**src/rtl/apb_tx_pkg.sv**
```systemverilog
// Shared register map, status/control bit positions and APB phase encoding
// for the APB transmit buffer.
package apb_tx_pkg;

  localparam logic [3:0] DATA_OFS   = 4'h0;
  localparam logic [3:0] STATUS_OFS = 4'h4;
  localparam logic [3:0] CTRL_OFS   = 4'h8;
  localparam logic [3:0] RSVD_OFS   = 4'hC;

  // Register selects as seen on paddr[3:2].
  localparam logic [1:0] REG_DATA   = DATA_OFS[3:2];
  localparam logic [1:0] REG_STATUS = STATUS_OFS[3:2];
  localparam logic [1:0] REG_CTRL   = CTRL_OFS[3:2];

  localparam int ST_EMPTY     = 0;
  localparam int ST_FULL      = 1;
  localparam int ST_LEVEL_LSB = 8;
  localparam int ST_LEVEL_W   = 8;
  localparam int CTRL_FLUSH   = 0;

  typedef enum logic [1:0] {
    APB_IDLE   = 2'd0,
    APB_SETUP  = 2'd1,
    APB_ACCESS = 2'd2
  } apb_state_e;

endpackage

```
**src/rtl/dual_port_mem.sv**
```systemverilog
// Dual-port TX memory: port 1 writes, port 2 reads into a registered
// data_out that only changes when re is asserted.
module dual_port_mem #(
  parameter int DATA_WIDTH = 32,
  parameter int DEPTH      = 16,
  parameter int ADDR_WIDTH = 4
) (
  input  logic                  clk,
  input  logic                  reset,
  input  logic                  we,
  input  logic [ADDR_WIDTH-1:0] addr1,
  input  logic [DATA_WIDTH-1:0] data_in,
  input  logic                  re,
  input  logic [ADDR_WIDTH-1:0] addr2,
  output logic [DATA_WIDTH-1:0] data_out
);

  logic [DATA_WIDTH-1:0] mem [DEPTH];

  always_ff @(posedge clk) begin
    if (!reset) begin
      for (int i = 0; i < DEPTH; i++) mem[i] <= '0;
      data_out <= '0;
    end else begin
      if (we) mem[addr1] <= data_in;
      if (re) data_out <= mem[addr2];
    end
  end

endmodule

```
**src/rtl/apb_tx_buffer.sv**
```systemverilog
// APB completer that pushes words into the TX memory and drains them in order
// onto a valid/ready stream through a one-word output register.
module apb_tx_buffer
  import apb_tx_pkg::*;
#(
  parameter int DATA_WIDTH = 32,
  parameter int DEPTH      = 16,
  parameter int ADDR_WIDTH = 4
) (
  input  logic                  clk,
  input  logic                  reset,
  input  logic                  psel,
  input  logic                  penable,
  input  logic                  pwrite,
  input  logic [3:0]            paddr,
  input  logic [DATA_WIDTH-1:0] pwdata,
  output logic [DATA_WIDTH-1:0] prdata,
  output logic                  pready,
  output logic                  pslverr,
  output logic [DATA_WIDTH-1:0] tx_data,
  output logic                  tx_valid,
  input  logic                  tx_ready
);

  localparam int CNT_W = ADDR_WIDTH + 1;
  localparam logic [CNT_W-1:0] FULL_COUNT = CNT_W'(DEPTH);

  // Stream handshake: a word transfers on a cycle where tx_valid & tx_ready;
  // while tx_valid & ~tx_ready, tx_data holds steady.
  apb_state_e            state_q;
  apb_state_e            phase;
  logic [ADDR_WIDTH-1:0] wr_ptr;
  logic [ADDR_WIDTH-1:0] rd_ptr;
  logic [CNT_W-1:0]      mem_count;
  logic [CNT_W-1:0]      level;
  logic [DATA_WIDTH-1:0] mem_dout;
  logic [DATA_WIDTH-1:0] status_word;
  logic [1:0]            reg_sel;
  logic                  access;
  logic                  full;
  logic                  push;
  logic                  flush;
  logic                  fetch;
  logic                  unused_paddr;

  assign unused_paddr = &{1'b0, paddr[1:0]};

  // phase is the APB phase of the current bus cycle; state_q remembers the
  // previous one, so ACCESS lines up with the penable cycle (zero wait states).
  always_comb begin
    phase = APB_IDLE;
    if (reset) begin
      case (state_q)
        APB_IDLE:   phase = (psel && !penable) ? APB_SETUP : APB_IDLE;
        APB_SETUP:  phase = penable ? APB_ACCESS : (psel ? APB_SETUP : APB_IDLE);
        APB_ACCESS: phase = (psel && !penable) ? APB_SETUP : APB_IDLE;
        default:    phase = APB_IDLE;
      endcase
    end
  end

  always_ff @(posedge clk) begin
    if (!reset) state_q <= APB_IDLE;
    else        state_q <= phase;
  end

  assign access  = (phase == APB_ACCESS);
  assign reg_sel = paddr[3:2];
  assign full    = (mem_count == FULL_COUNT);
  assign level   = mem_count + CNT_W'(tx_valid);

  always_comb begin
    status_word = '0;
    status_word[ST_EMPTY] = (level == '0);
    status_word[ST_FULL]  = full;
    status_word[ST_LEVEL_LSB +: ST_LEVEL_W] = ST_LEVEL_W'(level);
  end

  always_comb begin
    prdata  = '0;
    pslverr = 1'b0;
    if (access) begin
      case (reg_sel)
        REG_DATA:   pslverr = pwrite ? full : 1'b1;
        REG_STATUS: prdata  = pwrite ? '0 : status_word;
        REG_CTRL:   prdata  = '0;
        default:    pslverr = 1'b1;
      endcase
    end
  end

  assign pready = access;
  assign push   = access && pwrite && (reg_sel == REG_DATA) && !full;
  assign flush  = access && pwrite && (reg_sel == REG_CTRL) && pwdata[CTRL_FLUSH];

  // Start-of-cycle count gates the fetch, so a word pushed this cycle is
  // never read back in the same cycle.
  assign fetch  = (mem_count != '0) && (!tx_valid || tx_ready) && !flush;

  always_ff @(posedge clk) begin
    if (!reset) begin
      wr_ptr    <= '0;
      rd_ptr    <= '0;
      mem_count <= '0;
      tx_valid  <= 1'b0;
    end else if (flush) begin
      wr_ptr    <= '0;
      rd_ptr    <= '0;
      mem_count <= '0;
      tx_valid  <= 1'b0;
    end else begin
      if (push)  wr_ptr <= wr_ptr + 1'b1;
      if (fetch) rd_ptr <= rd_ptr + 1'b1;
      mem_count <= mem_count + CNT_W'(push) - CNT_W'(fetch);
      if (fetch)         tx_valid <= 1'b1;
      else if (tx_ready) tx_valid <= 1'b0;
    end
  end

  assign tx_data = tx_valid ? mem_dout : '0;

  dual_port_mem #(
    .DATA_WIDTH (DATA_WIDTH),
    .DEPTH      (DEPTH),
    .ADDR_WIDTH (ADDR_WIDTH)
  ) u_mem (
    .clk      (clk),
    .reset    (reset),
    .we       (push),
    .addr1    (wr_ptr),
    .data_in  (pwdata),
    .re       (fetch),
    .addr2    (rd_ptr),
    .data_out (mem_dout)
  );

endmodule
```
**config.mk**
```make
export PLATFORM = sky130hd
export DESIGN_NAME = apb_tx_buffer
export DESIGN_NICKNAME = d
export VERILOG_FILES = /design/src/rtl/apb_tx_pkg.sv /design/src/rtl/dual_port_mem.sv /design/src/rtl/apb_tx_buffer.sv
export SDC_FILE = /design/constraint.sdc
export NUM_CORES = 1
export LEC_CHECK = 0
export CAP_MARGIN = 20
export CORE_MARGIN = 1
export CORE_UTILIZATION = 60
export DETAILED_ROUTE_END_ITERATION = 12
export PLACE_DENSITY = 0.79
export REMOVE_ABC_BUFFERS = 1
export SYNTH_ARGS = -nofsm -noshare
export SYNTH_HDL_FRONTEND = slang
export SYNTH_SLANG_ARGS = --single-unit
export TNS_END_PERCENT = 10
```
**constraint.sdc**
```tcl
create_clock -name clk -period 6.65 [get_ports clk]
set_input_delay 0.665 -clock clk [delete_from_list [all_inputs] [get_ports clk]]
set_output_delay 0.665 -clock clk [all_outputs]
set_load 0.02 [all_outputs]
```
==> run_1/port_nets.png <==
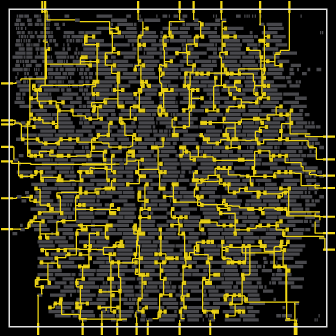
yellow -> pwdata  # bits 32, direction input, edge 10 south, 8 north, 7 west, 7 east, end cells 513, buffers 32, wire 4850 um

==> run_1/met3.png <==
Bar = 50 um.
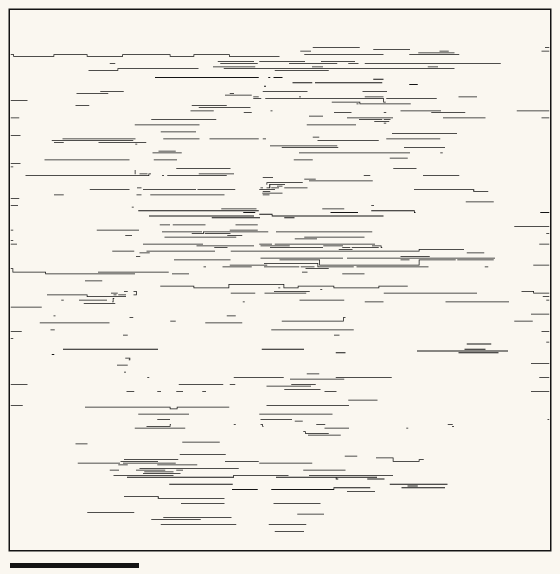
wire length on this layer = 4680 um
main direction = horizontal
share of all routed wire = 7.9%
longest straight run = 89.2 um

==> results.yml, run 1 <==
# implementation run metrics
final_layout:
  nonClkBufAreaFrac_pct: 3.93
  nets: 1759
  utilization_pct: 67.4
  nMultiInputCombCells: 953
  clock_buffers: 78
floorplan:
  io_pins: 109
  core-area_um2: 42200
  tap_cells: 539
detailed_routing:
  drc: 0
  viasPerCell: 6.28
  drtPass1Iterations: 6
logic_synthesis:
  yosys_area_um2: 25800
  synth_async_sr_flop_share_pct: 0
  edf_count: 512
  synthCells: 1687
  yosysWarnings: 0
run_status:
  status: "finished, final reports clean"
sta:
  setup_tns_ps: 0
  finalCriticalPeriod_ps: 3790
  slew_headroom_pct: 21.6
  finalWorstSetupSlack_ps: 2860
pwr:
  power_density_nw_per_um2: 323
  p_switching_mw: 2.48
run:
  drv_cap: 0
hold_path:
  hold_path_class: "reg -> reg"
clocking:
  cts_tree: "built"
  clk_pin_slew_ps: 60
setup_path:
  worstPathBufferInverterCount: 5
  max_stage_delay_ps: 850
  cp_top_family: "buffers and inverters"
global_route:
  first_global_vias: 15100
  grt_max_degree: 89
  grt_usage_pct: 27.8
  met2_usage_pct: 48.2
placed_design:
  dpl_cell_area_um2: 26600
  dpl.hpwl_um: 30500
==> run_1/density.png <==
21 x 21 tiles, from black (low) to pale yellow (high), 0 to 100% covered.
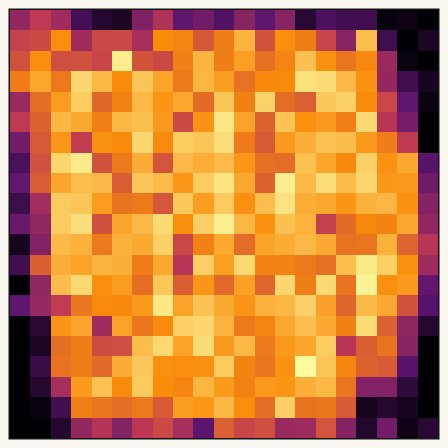
nearly empty tiles = 4.1%
fullest tile = 99%
mean over tiles = 63%

## run 1: Yosys cell counts (7+ instances only)
master	instances
clkbuf_1	71
nor2_1	17
o221ai_1	32
mux4_2	128
dfxtp_1	48
buf_4	35
ha_1	18
and2_1	451
and3_1	98
nand2b_1	15
inv_1	20
buf_6	25
xnor2_1	7
mux2i_1	66
nand2_1	12
clkbuf_2	15
and3_4	8
buf_2	26
edfxtp_1	512
nand3_1	36
## run 1: power by group through the flow
stage / Sequential [mW] / Clock (mW) / Combinational (mW)
6_report: 4.29 / 3.01 / 1.88
4_1_cts: 4.30 / 3.03 / 1.89
3_5_place_dp: 4.37 / 0 / 1.88
3_3_place_gp: 4.35 / 0 / 1.85
5_1_grt: 4.33 / 3.16 / 2.01
2_1_floorplan: 4.45 / 0 / 1.38
## run 1: metal layers
layer | up-vias | part of all wire (%)
met5 | - | 0.047
met4 | 4 | 2.2
met3 | 92 | 7.9
met2 | 643 | 51
met1 | 7389 | 39
li1 | 6210 | -
## run 1: final timing paths
| kind | from | endpoint | cells past startpoint |
|---|---|---|---|
| hold reg to reg | state_q[1] | state_q[0] | 1 |
| hold / removal | state_q[1] | state_q[0] | 1 |
| setup / recovery | pwdata[0] | mem_count[4] | 14 |
| setup reg to reg | wr_ptr[2] | u_mem.mem[5][27] | 5 |
## run 1: logic make-up (layout without fill, tap and decap cells)
kind of cell / count (synthesis) / after routing / synth area share [%]
AND-OR/OR-AND: 47 / 47 / 1.47
XOR/XNOR: 10 / 10 / 0.339
buffers and inverters: 198 / 230 / 4.31
multiplexers: 194 / 194 / 13.7
other: 1 / 25 / 0.0145
AND/OR/NAND/NOR: 658 / 658 / 15.9
flip-flops: 560 / 560 / 63.3
adder cells (fa/ha/maj): 19 / 19 / 0.950
==> run_1/final_placement.png <==
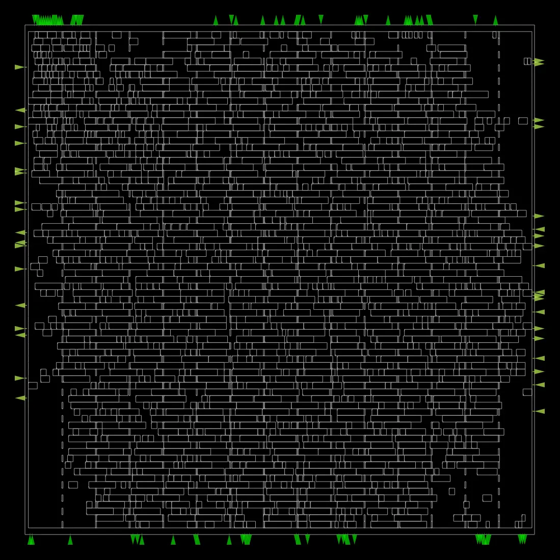

==> run 2, diff against run 1 <==
--- a/config.mk
+++ b/config.mk
@@ -7,9 +7,9 @@
 export LEC_CHECK = 0
 export CAP_MARGIN = 20
 export CORE_MARGIN = 1
-export CORE_UTILIZATION = 60
+export CORE_UTILIZATION = 55
 export DETAILED_ROUTE_END_ITERATION = 12
-export PLACE_DENSITY = 0.79
+export PLACE_DENSITY = 0.76
 export REMOVE_ABC_BUFFERS = 1
 export SYNTH_ARGS = -nofsm -noshare
 export SYNTH_HDL_FRONTEND = slang
==> constraint.sdc (replaced) <==
create_clock -name clk -period 3.45 [get_ports clk]
set_input_delay 0.345 -clock clk [delete_from_list [all_inputs] [get_ports clk]]
set_output_delay 0.345 -clock clk [all_outputs]
set_load 0.02 [all_outputs]
==> run_2/final_placement.png <==
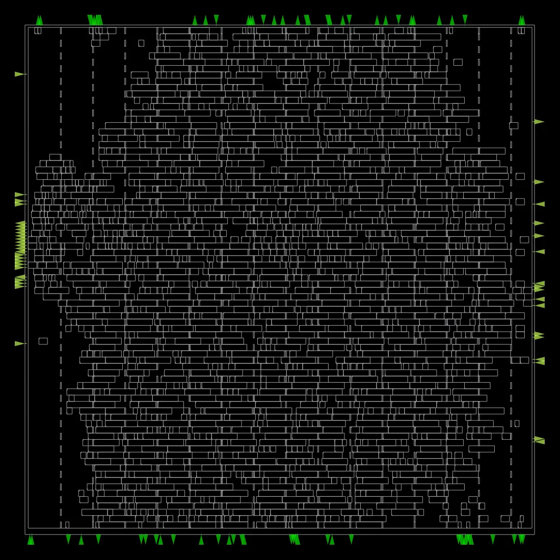
Tap Cells: 607
register fraction of the total cell area: 56.5%

==> run 2 against run 1 <==
Die area rose by 9.0%. Routed wire length increased by 7.0%. Synthesized area unchanged. Count of clock-buffer cells in the layout decreased by 5. Via count increased by 2.9%. Global-route usage is 0.24 points lower. Cell area grew 1.7%. Critical path type is now reg -> reg. Critical endpoint unchanged. Largest cell class unchanged.
==> results.yml, run 2 <==
# implementation run metrics
run_status:
  status: "finished, final reports clean"
sta:
  finalCriticalPeriod_ps: 3080
  slew_headroom_pct: 47.3
clocking:
  clk_pin_slew_ps: 70
logic_synthesis:
  yosys.area_share.aoi_pct: 1.47
  yosysWarnings: 0
  yosys_area_um2: 25800
  simple_gate_area_share_pct: 15.9
  edf_count: 512
  top_cells_by_count: "edfxtp_1, and2_1, mux4_2, and3_1, clkbuf_1"
  ys_sh_xor_pct: 0.339
placed_design:
  dpl_cell_area_um2: 27200
floorplan:
  io_pins: 109
  core-area_um2: 46500
global_route:
  first_global_vias: 15100
  grt_max_degree: 57
hold_path:
  hold_path_depth: 3
  hold_path_class: "in -> reg"
pwr:
  power_density_nw_per_um2: 615
  p_switching_mw: 4.91
final_layout:
  nets: 1803
setup_path:
  worstSetupEndpoint: "mem_count[4]"
  r2r-end: "mem_count[4]"
  crit_start: "mem_count[2]"
  r2r_cells: 14
detailed_routing:
  viasPerCell: 6.15
  drtPass1Iterations: 5
==> run_2/gate_families.png <==
Bar = 50 um.
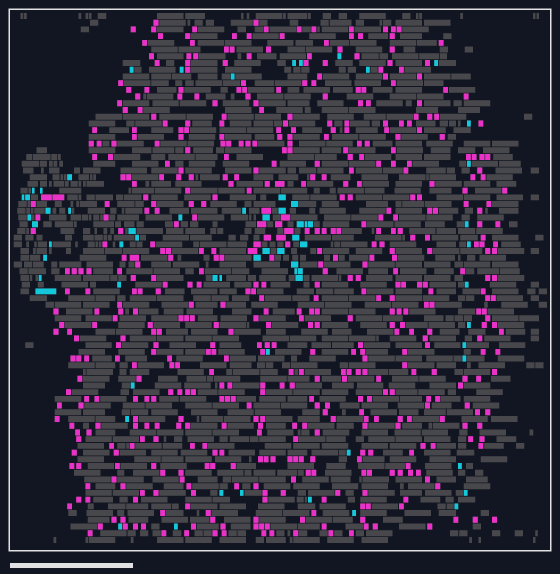
cyan -> NAND gates  # cells 66, where all over the die
magenta -> AND and OR gates  # cells 566

==> run 2: cell counts after synthesis <==
No cell type changed its count.
==> run 2: power by group through the flow <==
stage                     logic (mW)  clock network [mW]  registers [mW]
final                           3.86                5.77            8.19
after global routing            4.14                6.08            8.24
after CTS                       3.88                5.81            8.19
after detailed placement        3.86                   0            8.33
after global placement          3.80                   0            8.30
after floorplan                 2.47                   0            8.52
==> run 2: cell type report <==
cell class	count	area [um2]	share of cell area [%]
Clock buffer	73	1530	5.28
Inverter	20	75.1	0.259
Sequential cell	560	16300	56.5
Multi-Input combinational cell	953	8510	29.4
Timing Repair Buffer	151	1520	5.25
Clock inverter	33	203	0.700
Tap cell	607	759	2.62
==> run 2: logic make-up (layout without fill, tap and decap cells) <==
kind of cell	Yosys count	after routing
and+or+nand+nor	658	658
DFF	560	560
buffers and inverters	198	277
muxes	194	194
AOI/OAI and AO/OA	47	47
adders and majority gates	19	19
xor gates and xnor gates	10	10
other	1	25
==> run 2: critical path, cell delays in order, from the launching register on <==
cell and delay, ps:
dfxtp_1 500, inv_1 110, ha_1 230, and4bb_2 310, nor3_4 190, inv_1 70, ha_1 290, inv_1 60
ha_1 160, inv_1 70, fa_1 420, nand2b_1 160, a21oi_1 170, o21ai_0 90, nor3b_1 140
==> run 2: routing by layer <==
layer	global-route usage [%]	part of all wire, %	wire [um]
met1	37.0	38	24100
met2	45.0	49	31000
met3	5.34	9.9	6280
met4	10.2	3.3	2120
met5	0	0.017	11
==> run 2: through the flow <==
stage / power, mW / setup TNS (ps) / util, % / instances
floorplan: 11.0 / -182600 / - / 1533
global placement: 12.1 / 0 / 58.6 / 2291
detailed placement: 12.2 / 0 / 58.6 / 2291
CTS: 17.9 / 0 / 62.3 / 2397
global route: 18.5 / 0 / 62.3 / 2397
finish: 17.8 / 0 / 62.3 / 2397
Power figures rest on the tool's default switching activity, not on a simulated workload.
